### config.mk
export PLATFORM = sky130hd
export DESIGN_NAME = moving_average3_hysteresis_flat
export DESIGN_NICKNAME = d
export VERILOG_FILES = /design/src/rtl/moving_average3_hysteresis_if.sv /design/src/rtl/moving_average3_hysteresis.sv /design/src/flat_wrapper.sv
export SDC_FILE = /design/constraint.sdc
export NUM_CORES = 1
export LEC_CHECK = 0
export CORE_MARGIN = 3
export CORE_UTILIZATION = 45
export CTS_CLUSTER_DIAMETER = 200
export DETAILED_ROUTE_END_ITERATION = 10
export GPL_ROUTABILITY_DRIVEN = 0
export PLACE_DENSITY = 0.68
export SLEW_MARGIN = 5
export SYNTH_ARGS = -nofsm -noshare
export SYNTH_HDL_FRONTEND = slang
export SYNTH_SLANG_ARGS = --single-unit
### constraint.sdc
create_clock -name system1000 -period 2.9 [get_ports system1000]
set_input_delay 0.58 -clock system1000 [delete_from_list [all_inputs] [get_ports system1000]]
set_output_delay 0.58 -clock system1000 [all_outputs]
set_load 0.01 [all_outputs]
### src/rtl/moving_average3_hysteresis_if.sv
// Sample stream in, debounced level/event/peak/count out, for the
// moving-average hysteresis detector.
interface moving_average3_hysteresis_if;
  logic signed [7:0] input_0;
  logic              input_valid;
  logic              level_o;
  logic              rise_o;
  logic              fall_o;
  logic signed [7:0] peak_o;
  logic        [7:0] rise_count_o;

  modport master (
    output input_0, input_valid,
    input  level_o, rise_o, fall_o, peak_o, rise_count_o
  );

  modport slave (
    input  input_0, input_valid,
    output level_o, rise_o, fall_o, peak_o, rise_count_o
  );
endinterface

### src/rtl/moving_average3_hysteresis.sv
// Hysteretic, debounced level detector on a smoothed signed sample stream,
// with rise/fall pulses, per-excursion peak capture and a wrapping rise count.
module moving_average3_hysteresis #(
  parameter logic signed [7:0] HI_THRESH = 8'sd16,
  parameter logic signed [7:0] LO_THRESH = -8'sd16,
  parameter int                DEBOUNCE  = 3
) (
  input  logic                          system1000,
  input  logic                          system1000_rstn,
  moving_average3_hysteresis_if.slave   bus
);

  if (LO_THRESH >= HI_THRESH) begin : g_bad_thresh
    $error("moving_average3_hysteresis: LO_THRESH must be below HI_THRESH");
  end
  if (DEBOUNCE < 1 || DEBOUNCE > 255) begin : g_bad_debounce
    $error("moving_average3_hysteresis: DEBOUNCE must be in 1..255");
  end

  localparam logic [7:0] DEB = DEBOUNCE[7:0];

  typedef enum logic [1:0] {
    ST_LOW      = 2'd0,
    ST_ARM_HIGH = 2'd1,
    ST_HIGH     = 2'd2,
    ST_ARM_LOW  = 2'd3
  } state_t;

  function automatic logic signed [7:0] smax8(input logic signed [7:0] a,
                                              input logic signed [7:0] b);
    return (a > b) ? a : b;
  endfunction

  state_t            r_state, w_state_nxt;
  logic        [7:0] r_cnt, w_cnt_nxt;
  logic signed [7:0] r_pk, w_pk_nxt;
  logic              r_level, w_level_nxt;
  logic              r_rise, w_rise_nxt;
  logic              r_fall, w_fall_nxt;
  logic signed [7:0] r_peak, w_peak_nxt;
  logic        [7:0] r_rcount, w_rcount_nxt;

  logic signed [7:0] w_sample;
  logic              w_hi_q;
  logic              w_lo_q;
  logic signed [7:0] w_pk_max;

  assign w_sample = $signed(bus.input_0);
  assign w_hi_q   = (w_sample >= HI_THRESH);
  assign w_lo_q   = (w_sample <= LO_THRESH);
  assign w_pk_max = smax8(r_pk, w_sample);

  // State, debounce counter, peak tracker and registered outputs
  always_ff @(posedge system1000) begin
    if (!system1000_rstn) begin
      r_state  <= ST_LOW;
      r_cnt    <= 8'd0;
      r_pk     <= 8'sd0;
      r_level  <= 1'b0;
      r_rise   <= 1'b0;
      r_fall   <= 1'b0;
      r_peak   <= 8'sd0;
      r_rcount <= 8'd0;
    end else begin
      r_state  <= w_state_nxt;
      r_cnt    <= w_cnt_nxt;
      r_pk     <= w_pk_nxt;
      r_level  <= w_level_nxt;
      r_rise   <= w_rise_nxt;
      r_fall   <= w_fall_nxt;
      r_peak   <= w_peak_nxt;
      r_rcount <= w_rcount_nxt;
    end
  end

  // Next-state and next-output decode; invalid cycles hold everything
  always_comb begin
    w_state_nxt  = r_state;
    w_cnt_nxt    = r_cnt;
    w_pk_nxt     = r_pk;
    w_rise_nxt   = 1'b0;
    w_fall_nxt   = 1'b0;
    w_peak_nxt   = r_peak;
    w_rcount_nxt = r_rcount;

    if (bus.input_valid) begin
      case (r_state)
        ST_LOW: begin
          if (w_hi_q) begin
            w_pk_nxt = w_sample;
            if (DEB == 8'd1) begin
              w_state_nxt  = ST_HIGH;
              w_cnt_nxt    = 8'd0;
              w_rise_nxt   = 1'b1;
              w_rcount_nxt = r_rcount + 8'd1;
            end else begin
              w_state_nxt = ST_ARM_HIGH;
              w_cnt_nxt   = 8'd1;
            end
          end else begin
            w_cnt_nxt = 8'd0;
          end
        end
        ST_ARM_HIGH: begin
          w_pk_nxt = w_pk_max;
          if (w_hi_q) begin
            if (r_cnt + 8'd1 == DEB) begin
              w_state_nxt  = ST_HIGH;
              w_cnt_nxt    = 8'd0;
              w_rise_nxt   = 1'b1;
              w_rcount_nxt = r_rcount + 8'd1;
            end else begin
              w_cnt_nxt = r_cnt + 8'd1;
            end
          end else begin
            w_state_nxt = ST_LOW;
            w_cnt_nxt   = 8'd0;
          end
        end
        ST_HIGH: begin
          w_pk_nxt = w_pk_max;
          if (w_lo_q) begin
            if (DEB == 8'd1) begin
              w_state_nxt = ST_LOW;
              w_cnt_nxt   = 8'd0;
              w_fall_nxt  = 1'b1;
              w_peak_nxt  = w_pk_max;
            end else begin
              w_state_nxt = ST_ARM_LOW;
              w_cnt_nxt   = 8'd1;
            end
          end else begin
            w_cnt_nxt = 8'd0;
          end
        end
        ST_ARM_LOW: begin
          w_pk_nxt = w_pk_max;
          if (w_lo_q) begin
            if (r_cnt + 8'd1 == DEB) begin
              w_state_nxt = ST_LOW;
              w_cnt_nxt   = 8'd0;
              w_fall_nxt  = 1'b1;
              w_peak_nxt  = w_pk_max;
            end else begin
              w_cnt_nxt = r_cnt + 8'd1;
            end
          end else begin
            w_state_nxt = ST_HIGH;
            w_cnt_nxt   = 8'd0;
          end
        end
        default: begin
          w_state_nxt = ST_LOW;
          w_cnt_nxt   = 8'd0;
        end
      endcase
    end else begin
      w_state_nxt = r_state;
    end

    w_level_nxt = (w_state_nxt == ST_HIGH) || (w_state_nxt == ST_ARM_LOW);
  end

  assign bus.level_o      = r_level;
  assign bus.rise_o       = r_rise;
  assign bus.fall_o       = r_fall;
  assign bus.peak_o       = r_peak;
  assign bus.rise_count_o = r_rcount;

endmodule

### src/flat_wrapper.sv
// flat-port wrapper written by rule: the top's interface ports become plain ports
module moving_average3_hysteresis_flat 
#(
  parameter logic signed [7:0] HI_THRESH = 8'sd16,
  parameter logic signed [7:0] LO_THRESH = -8'sd16,
  parameter int                DEBOUNCE  = 3
)
  (system1000, system1000_rstn, bus_input_0, bus_input_valid, bus_level_o, bus_rise_o, bus_fall_o, bus_peak_o, bus_rise_count_o);
  moving_average3_hysteresis_if bus_i ();
  input  logic system1000;
  input  logic system1000_rstn;
  input wire logic [$bits(bus_i.input_0)-1:0] bus_input_0;
  input wire logic [$bits(bus_i.input_valid)-1:0] bus_input_valid;
  output wire logic [$bits(bus_i.level_o)-1:0] bus_level_o;
  output wire logic [$bits(bus_i.rise_o)-1:0] bus_rise_o;
  output wire logic [$bits(bus_i.fall_o)-1:0] bus_fall_o;
  output wire logic [$bits(bus_i.peak_o)-1:0] bus_peak_o;
  output wire logic [$bits(bus_i.rise_count_o)-1:0] bus_rise_count_o;
  assign bus_i.input_0 = bus_input_0;
  assign bus_i.input_valid = bus_input_valid;
  assign bus_level_o = bus_i.level_o;
  assign bus_rise_o = bus_i.rise_o;
  assign bus_fall_o = bus_i.fall_o;
  assign bus_peak_o = bus_i.peak_o;
  assign bus_rise_count_o = bus_i.rise_count_o;
  moving_average3_hysteresis #(.HI_THRESH(HI_THRESH), .LO_THRESH(LO_THRESH), .DEBOUNCE(DEBOUNCE)) u_core (.system1000(system1000), .system1000_rstn(system1000_rstn), .bus(bus_i));
endmodule
==> run_results.csv, run 1 <==
group,metric,value,unit
run_status,status,"finished, final reports clean",
global_routing,grt-ovfl-total,0,
cells_and_area,inverters,14,
synthesis,yosys_area,2150,µm²
placed_design,hpwl,3660,µm
clock_network,clk_pin_slew,0.08,ns
synthesis,postSynth.asyncResetShare,0,%
synthesis,syn_area,2150,µm²
synthesis,synthesis.nets,285,
synthesis,logic_family,"simple AND/OR/NAND/NOR gates",
worst_setup_path,startpoint,"bus_input_0[5]",
placed_design,post-place-ws,-0.0720,ns
worst_setup_path,critPathBufInv,2,
worst_setup_path,critPathMaxFanout,16,
synthesis,edf_count,0,
worst_setup_path,path_cells,"clkdlybuf4s50_1, inv_1, ha_1, a21o_1, a2111oi_1, a211oi_1, or2_2, o21ai_0, a31oi_1",
routing,ant_nets,0,
clock_network,numCtsBuffers,5,
cells_and_area,clock_area_share,5.10,%
placed_design,port_buffers,29,
pwr,p_clk,0.548,mW
clock_network,htree_levels,2,
synthesis,synthFlopType,"dfxtp_1",
synthesis,xor_share,0.408,%
sta,finalCriticalPeriod,2.65,ns
pwr,powerDensity,456,nW/µm²
sta,hold_viol_final,0,
job,warnings,27,
pwr,pg_comb,0.151,mW
synthesis,ys_sh_simple,26.1,%
sta,setup_ws,0.249,ns
sta,setup_viol,0,
pwr,sequentialPower,0.531,mW
routing,first_iter_violations,143,
synthesis,ys_cells,263,
global_routing,grt_pass1_wl,8820,µm
cells_and_area,mostFrequentLayoutCells,"37 x dfxtp_1, 34 x nand2_1, 30 x o21ai_0",
job,maxCapViolations,0,
cells_and_area,final_area,2700,µm²
clock_network,root_buffer,"clkbuf_8",
floorplanning,tap_cells,52,
worst_setup_path,crit_arrival,2.83,ns
synthesis,syn_inst,263,
routing,viasPerCell,5.61,
sta,finClkSkew,0.00603,ns
global_routing,grt_max_degree,19,
floorplanning,fp-utilization,48.0,%
routing,dr.pass1.iters,4,
routing,wl_met2,2500,µm
cells_and_area,final_nets,323,
worst_setup_path,start_kind,"input pin",
worst_setup_path,cp_top_family,"AND-OR/OR-AND gates",
worst_setup_path,path_depth,9,
min_path,min-delay-start,"u_core.bus.rise_count_o[7]$_SDFFE_PN0P_",
pwr,seqPwrFrac,43.2,%
routing,drc,0,
sta,worst_pin_slew,0.473,ns
floorplanning,die_x,75.1,µm
synthesis,mux_area_share,6.94,%
worst_setup_path,r2r_slack,0.55,ns
clock_network,ctsResizeCount,0,
pwr,p_leak,1.08,nW
clock_network,cts_setup_buffers,0,
routing,highest_layer,"met4",
min_path,hold_end,"u_core.bus.rise_count_o[7]$_SDFFE_PN0P_",
synthesis,ys.flops,37,
cells_and_area,multi_input_comb_cells,201,
cells_and_area,buffers,42,
global_routing,antenna_found_initial,0,
pwr,power.group.top,"the clock network",
worst_setup_path,worstReg2RegStart,"u_core.r_cnt[0]$_SDFFE_PN0P_",
worst_setup_path,reg2regPathDepth,8,
cells_and_area,drive_gt1_share,13.9,%
cells_and_area,area_growth,25.8,%
placed_design,dp.cells,346,
floorplanning,die.size.y,75.1,µm
sta,slew_headroom,68.4,%
cells_and_area,nClkBuffers,5,
worst_setup_path,rr_endpoint,"u_core.bus.peak_o[5]$_SDFFE_PN0P_",
clock_network,cts_sinks,37,
sta,rsz0062_at_grt,"no",
cells_and_area,regArea,741,µm²
worst_setup_path,path_class,"input pin to flop",
clock_network,insertion_delay,0.29,ns
worst_setup_path,crit_required,3.08,ns
sta,period_used_share,91.4,%
sta,tns,0,ns
clock_network,cts_tree,"yes",
floorplanning,io_pins,30,
cells_and_area,mi_logic_area,1300,µm²
synthesis,synth_seq_share,34.5,%
min_path,holdPathStages,2,
placed_design,placed_area,2560,µm²
pwr,p_clk_share,44.6,%
min_path,hold_class,"flop to flop",
clock_network,ctsHoldBuffers,0,
sta,holdWs,0.476,ns
routing,met3WireLength,195,µm
worst_setup_path,max_stage_delay,0.48,ns
synthesis,avgSynthCellArea,8.16,µm²
floorplanning,die_area,5630,µm²
cells_and_area,dominant_cells,"multi-input combinational cells",
pwr,combPwrFrac,12.2,%
synthesis,ys_types,49,
clock_network,cts.path.max_buffers,2,
synthesis,yosys_warnings,0,
sta,fmax,377,MHz
synthesis,ys_sh_aoi,20.9,%
sta,final_max_slew_viol_count,0,
worst_setup_path,endpoint_kind,"flop",
global_routing,grt_pass1_vias,1932,
cells_and_area,bufAreaShareNonClock,14.8,%
==> run 1: cell usage after synthesis, types with 6 or more instances <==
cell type,number,share of area (%)
inv_1,14,2.4
clkbuf_1,9,1.6
mux2_2,7,3.7
nor2_1,8,1.4
nand3_1,7,1.6
o21ai_0,30,7.0
dfxtp_1,37,35
nand2b_1,7,2.0
nand2_1,34,5.9
ha_1,11,6.4
a31oi_1,14,4.1
mux2i_1,7,3.3
a21oi_1,14,3.3
and3_1,8,2.3
nand4_1,7,2.0
nor3_1,6,1.4
==> run 1: routing by layer <==
metal | up-vias | global-route usage, %
li1 | 1026 | -
met1 | 913 | 25.5
met3 | 8 | 3.34
met4 | 0 | 8.30
met5 | - | 0
met2 | 38 | 34.3
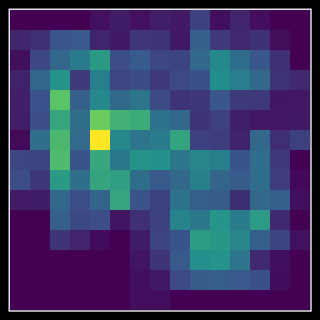
(run_1/metal_density.png)
(4 px per µm) The die is cut into 15 by 15 equal tiles; dark purple is low, yellow is high, scaled to the fullest tile. Values are wire area over tile area, all layers added.
nearly empty tiles = 19%
densest ninth of the die = center
mean over tiles = 0.14
tiles over half the peak = 10%
fullest tile = 0.64
vias post-DR: 1985
final wirelength: 5060 µm
Total GRT Usage: 20.3%
DR WL/cell: 14.3 µm

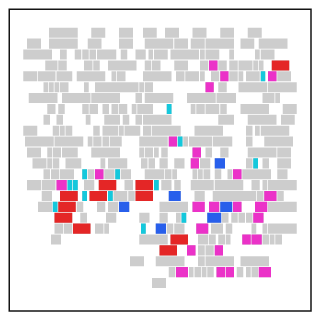
(run_1/logic_types.png)
(4 px per µm)
adder and majority cells -> red  # cells 11, most used ha_1
inverters -> cyan  # cells 14, most used inv_1
AND-OR and OR-AND gates -> blue  # cells 6, most used a21o_1
AND and OR gates -> magenta  # cells 25, most used and3_1
Commonest Layout Cell: dfxtp_1
Non-Filler Instances: 354
Comb area share: 48.3%

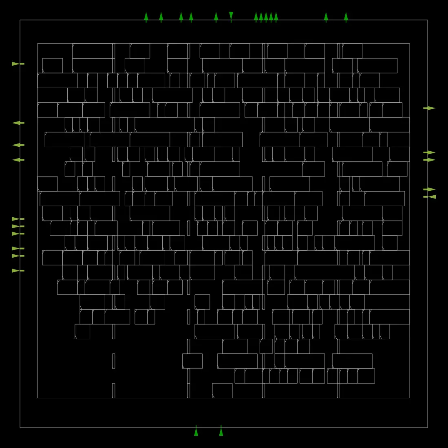
(run_1/placement.png)
sequential cell count: 37
standard-cell row count: 24
Fill cells: 407
Core Region: 4470 µm²
fin util: 60.3%

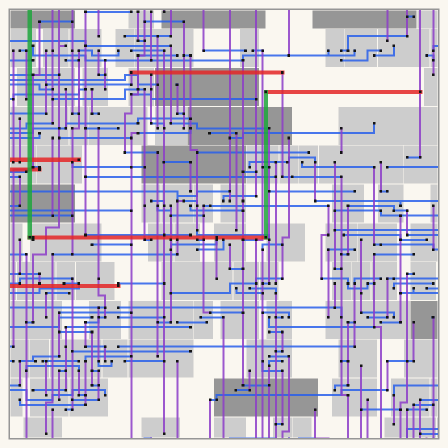
(run_1/detail.png)
Region (23, 23) to (53, 53) µm. Cells in gray, sequential cells in the stronger gray; small squares are vias.
metal 2 -> purple
metal 1 -> blue
metal 3 -> red
metal 4 -> green
cells with their middle in the window = 76
most frequent = nand2_1 (8), buf_4 (8), o21ai_0 (7)
sequential cells in the window = 5
netlist names of flops here include = u_core.r_pk (3)

## Run 2: what changed since run 1
CORE_MARGIN = unset   (was 3)
==> run_results.csv, run 2 <==
group,metric,value,unit
run_status,status,"finished, violations left",
run_status,violations,"design-rule violations",
placed_design,dp.cells,346,
cells_and_area,final_area,2650,µm²
cells_and_area,final_cells,353,
sta,final_max_slew_viol_count,0,
floorplanning,die.size.y,71.1,µm
pwr,p_leak,1.06,nW
cells_and_area,buffers,42,
sta,rsz0062_at_grt,"no",
global_routing,grt_use_total,21.8,%
routing,first_iter_violations,142,
synthesis,top_cells_by_area,"dfxtp_1 35%, o21ai_0 7.0%, ha_1 6.4%, nand2_1 5.9%, a31oi_1 4.1%",
floorplanning,rows,24,
placed_design,post-place-ws,-0.0569,ns
sta,fmax,378,MHz
synthesis,most_common_cell,"dfxtp_1",
synthesis,xor_share,0.408,%
sta,tns,0,ns
cells_and_area,mostFrequentLayoutCells,"37 x dfxtp_1, 34 x nand2_1, 30 x o21ai_0",
synthesis,ys_sh_simple,26.1,%
clock_network,ctsHoldBuffers,0,
cells_and_area,final_nets,323,
job,warnings,27,
synthesis,ys_cells,263,
sta,holdWs,0.475,ns
routing,highest_layer,"met4",
worst_setup_path,critPathBufInv,2,
worst_setup_path,r2r_slack,0.55,ns
clock_network,clk_pin_slew,0.08,ns
worst_setup_path,crit_required,3.07,ns
min_path,min-delay-start,"u_core.bus.rise_count_o[7]$_SDFFE_PN0P_",
worst_setup_path,start_kind,"input pin",
synthesis,syn_inst,263,
synthesis,postSynth.asyncResetShare,0,%
synthesis,syn_area,2150,µm²
floorplanning,io_pins,30,
synthesis,logic_family,"simple AND/OR/NAND/NOR gates",
synthesis,synthesis.nets,285,
worst_setup_path,crit_arrival,2.81,ns
synthesis,yosys_warnings,0,
synthesis,ys.flops,37,
cells_and_area,bufAreaShareNonClock,15.1,%
floorplanning,core,4470,µm²
cells_and_area,seq_cells,37,
worst_setup_path,startpoint,"bus_input_0[5]",
cells_and_area,drive_gt1_share,13.6,%
global_routing,busiest_layer,"met2",
synthesis,yosys.area.top_type,"dfxtp_1",
cells_and_area,lay_top_count,"dfxtp_1",
cells_and_area,regArea,741,µm²
cells_and_area,dominant_cells,"multi-input combinational cells",
job,maxCapViolations,0,
clock_network,ctsResizeCount,0,
floorplanning,fp-utilization,48.0,%
routing,wl_met2,2380,µm
global_routing,antenna_found_initial,0,
global_routing,grt-ovfl-total,0,
placed_design,port_buffers,29,
clock_network,root_buffer,"clkbuf_8",
cells_and_area,multi_input_comb_cells,201,
global_routing,grt_max_degree,19,
routing,drc,4,
global_routing,grt_pass1_wl,8680,µm
routing,dr.pass1.iters,7,
placed_design,hpwl,3570,µm
global_routing,grt_util_met1,27.4,%
min_path,hold_class,"flop to flop",
cells_and_area,mi_logic_area,1300,µm²
floorplanning,die_x,71.1,µm
routing,viasPerCell,5.69,
worst_setup_path,max_stage_delay,0.48,ns
sta,slew_headroom,65.6,%
cells_and_area,nClkBuffers,6,
synthesis,synthFlopType,"dfxtp_1",
synthesis,avgSynthCellArea,8.16,µm²
routing,wire_per_inst,13.9,µm
sta,period_used_share,91.2,%
worst_setup_path,path_cells,"clkdlybuf4s50_1, inv_1, ha_1, a21o_1, a2111oi_0, a211oi_1, or2_2, o21ai_0, a31oi_1",
clock_network,htree_levels,2,
worst_setup_path,cp_top_family,"AND-OR/OR-AND gates",
clock_network,cts_setup_buffers,0,
worst_setup_path,worstReg2RegStart,"u_core.r_cnt[0]$_SDFFE_PN0P_",
cells_and_area,inverters,14,
global_routing,gr-usage-met2,37.4,%
worst_setup_path,path_class,"input pin to flop",
clock_network,cts.path.max_buffers,2,
sta,hold_viol_final,0,
clock_network,cts_tree,"yes",
cells_and_area,clock_area_share,3.40,%
floorplanning,die_area,5050,µm²
synthesis,yosys_area,2150,µm²
clock_network,numCtsBuffers,5,
placed_design,placed_area,2560,µm²
global_routing,gr-usage-met3,4.70,%
cells_and_area,fill_cells,434,
clock_network,insertion_delay,0.29,ns
sta,setup_viol,0,
sta,finalCriticalPeriod,2.65,ns
-- run 2: path summary, 6_finish.rpt --
| kind | to | cells after the start |
|---|---|---|
| worst max-delay path | u_core.r_pk[0]$_SDFFE_PN0P_ | 9 |
| worst min-delay path | u_core.bus.rise_count_o[7]$_SDFFE_PN0P_ | 2 |
| worst max register to register | u_core.r_state[1]$_SDFF_PN0_ | 7 |
| worst min register to register | u_core.bus.rise_count_o[7]$_SDFFE_PN0P_ | 2 |
-- run 2: worst min-delay path, stage by stage (launching register included) --
cell     delay [ns]
dfxtp_1        0.33
nand2_1        0.05
mux2i_1        0.05
-- run 2: power breakdown --
part / total, mW / switching [mW] / internal (mW)
Clock: 0.370 / 0.182 / 0.188
Combinational: 0.148 / 0.0827 / 0.0656
Sequential: 0.531 / 0.0132 / 0.518
Total: 1.05 / 0.278 / 0.772
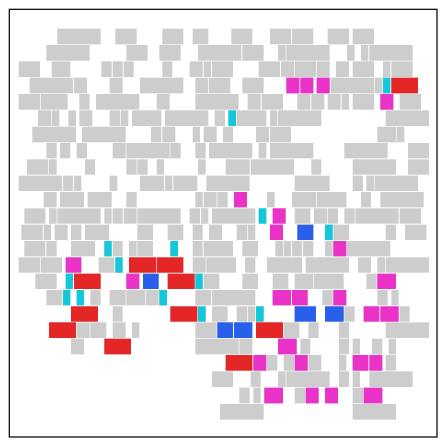
(run_2/logic_types.png)
(6 px per µm)
inverters -> cyan  # cells 14, most used inv_1
AND and OR gates -> magenta  # cells 25, most used and3_1
AND-OR and OR-AND gates -> blue  # cells 6, most used a21o_1
adder and majority cells -> red  # cells 11, most used ha_1

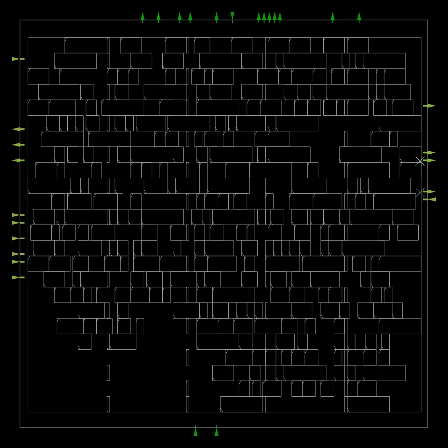
(run_2/placement.png)
fin util: 59.3%
Tap Count: 52

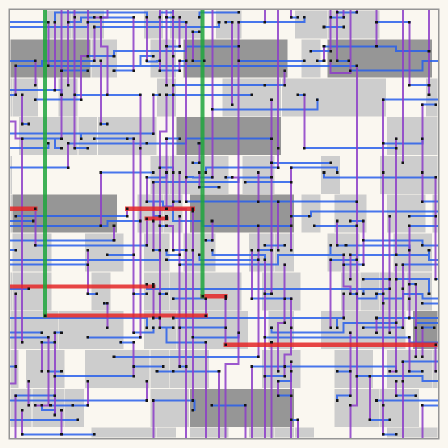
(run_2/detail.png)
Region (21, 21) to (51, 51) µm. Cells in gray, sequential cells in the stronger gray; small squares are vias.
metal 4 -> green
metal 2 -> purple
metal 3 -> red
metal 1 -> blue
netlist names of flops here include = u_core.r_pk (4)
sequential cells in the window = 7
cells with their middle in the window = 72
most frequent = nand2_1 (10)

## Run 3: what changed since run 2
CORE_MARGIN = 2   (was unset)
==> run_results.csv, run 3 <==
group,metric,value,unit
worst_setup_path,max_stage_delay,0.50,ns
floorplanning,fp-utilization,46.0,%
cells_and_area,final_nets,324,
synthesis,top_cells_by_area,"dfxtp_1 35%, o21ai_0 7.0%, ha_1 6.4%, nand2_1 5.9%, a31oi_1 4.1%",
sta,rsz0062_at_grt,"no",
synthesis,syn_area,2150,µm²
pwr,p_clk_share,44.6,%
worst_setup_path,rr_endpoint,"u_core.bus.peak_o[3]$_SDFFE_PN0P_",
clock_network,cts_tree,"yes",
sta,setup_ws,0.230,ns
clock_network,cts_sinks,37,
placed_design,post-place-ws,-0.0670,ns
worst_setup_path,setup.worst_path.end,"u_core.r_pk[0]$_SDFFE_PN0P_",
cells_and_area,multi_input_comb_cells,201,
sta,hold_viol_final,0,
sta,final_max_slew_viol_count,0,
worst_setup_path,path_class,"input pin to flop",
sta,worst_pin_slew,0.453,ns
routing,ant_nets,0,
clock_network,clk_pin_slew,0.08,ns
sta,period_used_share,92.1,%
synthesis,synth_seq_share,34.5,%
min_path,holdPathStages,2,
cells_and_area,lay_top_count,"dfxtp_1",
synthesis,netlist.area_leader.share,34.5,%
clock_network,cts.path.max_buffers,2,
cells_and_area,clock_area_share,5.10,%
worst_setup_path,start_kind,"input pin",
min_path,hold_end,"u_core.bus.rise_count_o[7]$_SDFFE_PN0P_",
routing,wirelength,4860,µm
worst_setup_path,crit_required,3.08,ns
cells_and_area,seq_cells,37,
sta,finClkSkew,0.00699,ns
sta,setup_viol,0,
placed_design,hpwl,3560,µm
pwr,p_leak,1.08,nW
cells_and_area,area_growth,25.7,%
pwr,combPwrFrac,12.1,%
global_routing,grt_util_met1,24.8,%
clock_network,insertion_delay,0.29,ns
global_routing,busiest_layer,"met2",
cells_and_area,drive_gt1_share,14.2,%
run_status,status,"finished, final reports clean",
synthesis,edf_count,0,
global_routing,gr-usage-met2,32.9,%
cells_and_area,dominant_cells,"multi-input combinational cells",
pwr,netSwitchingPower,0.296,mW
routing,drc,0,
worst_setup_path,r2r_slack,0.49,ns
routing,vias,1995,
sta,tns,0,ns
synthesis,ys_types,49,
clock_network,root_buffer,"clkbuf_8",
floorplanning,die.size.y,73.1,µm
worst_setup_path,path_cells,"clkdlybuf4s50_1, inv_1, ha_1, a21o_1, a2111oi_0, a211oi_1, or2_2, o21ai_0, a31oi_1",
cells_and_area,mi_logic_area,1300,µm²
clock_network,htree_levels,2,
cells_and_area,buffers,43,
worst_setup_path,critPathBufInv,2,
global_routing,antenna_found_initial,0,
worst_setup_path,crit_arrival,2.85,ns
worst_setup_path,cp_top_family,"AND-OR/OR-AND gates",
worst_setup_path,reg2regPathDepth,8,
synthesis,top_cells_by_count,"37 x dfxtp_1, 34 x nand2_1, 30 x o21ai_0",
run 3: logic make-up after synthesis:
logic type	after synthesis	synth area share, %
adder cells (fa/ha/maj)	11	6.41
AND/OR/NAND/NOR	101	26.1
flip-flops	37	34.5
AND-OR/OR-AND	74	20.9
XOR/XNOR	1	0.408
buffers and inverters	25	4.78
multiplexers	14	6.94
run 3: power groups by stage:
stage               Combinational, mW  Clock, mW  Sequential, mW
floorplan                      0.0944          0           0.538
global placement                0.147          0           0.543
detailed placement              0.149          0           0.543
CTS                             0.150      0.559           0.531
global route                    0.170      0.584           0.533
finish                          0.149      0.547           0.531
run 3: per-layer routing:
layer	vias up	routed length [µm]	share of wire (%)
met3	5	146	3.0
met4	0	50	1.0
met5	-	0	0
li1	1036	-	-
met2	28	2400	49
met1	926	2270	47
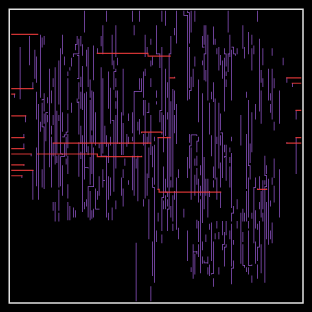
(run_3/wires.png)
(4 px per µm) Two of the layers only.
metal 2 -> purple  # wire length 2400 µm
metal 3 -> red  # wire length 146 µm

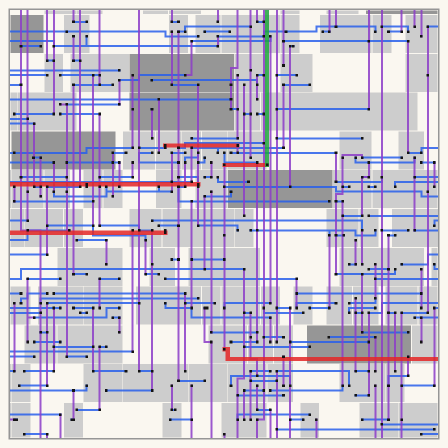
(run_3/detail.png)
Region (22, 22) to (52, 52) µm. Cells in gray, sequential cells in the stronger gray; small squares are vias.
metal 1 -> blue
metal 4 -> green
metal 2 -> purple
metal 3 -> red
sequential cells in the window = 5
cells with their middle in the window = 80
most frequent = nand2_1 (11), buf_4 (8), inv_1 (7)
netlist names of flops here include = u_core.bus.peak_o (2), u_core.r_pk (2)

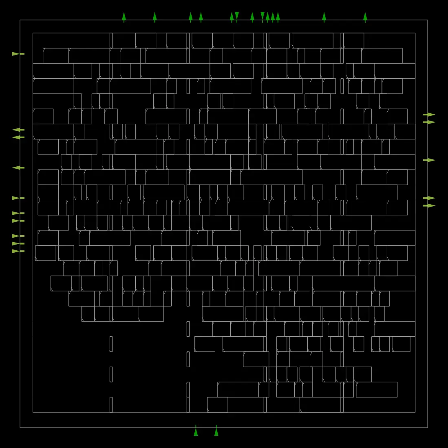
(run_3/placement.png)
Non-Filler Instances: 357
Fill cells: 421
fin util: 57.9%
fraction of area in registers: 27.5%
Tap Count: 54

No activity file was given, so power comes from the tool's default toggle rates.
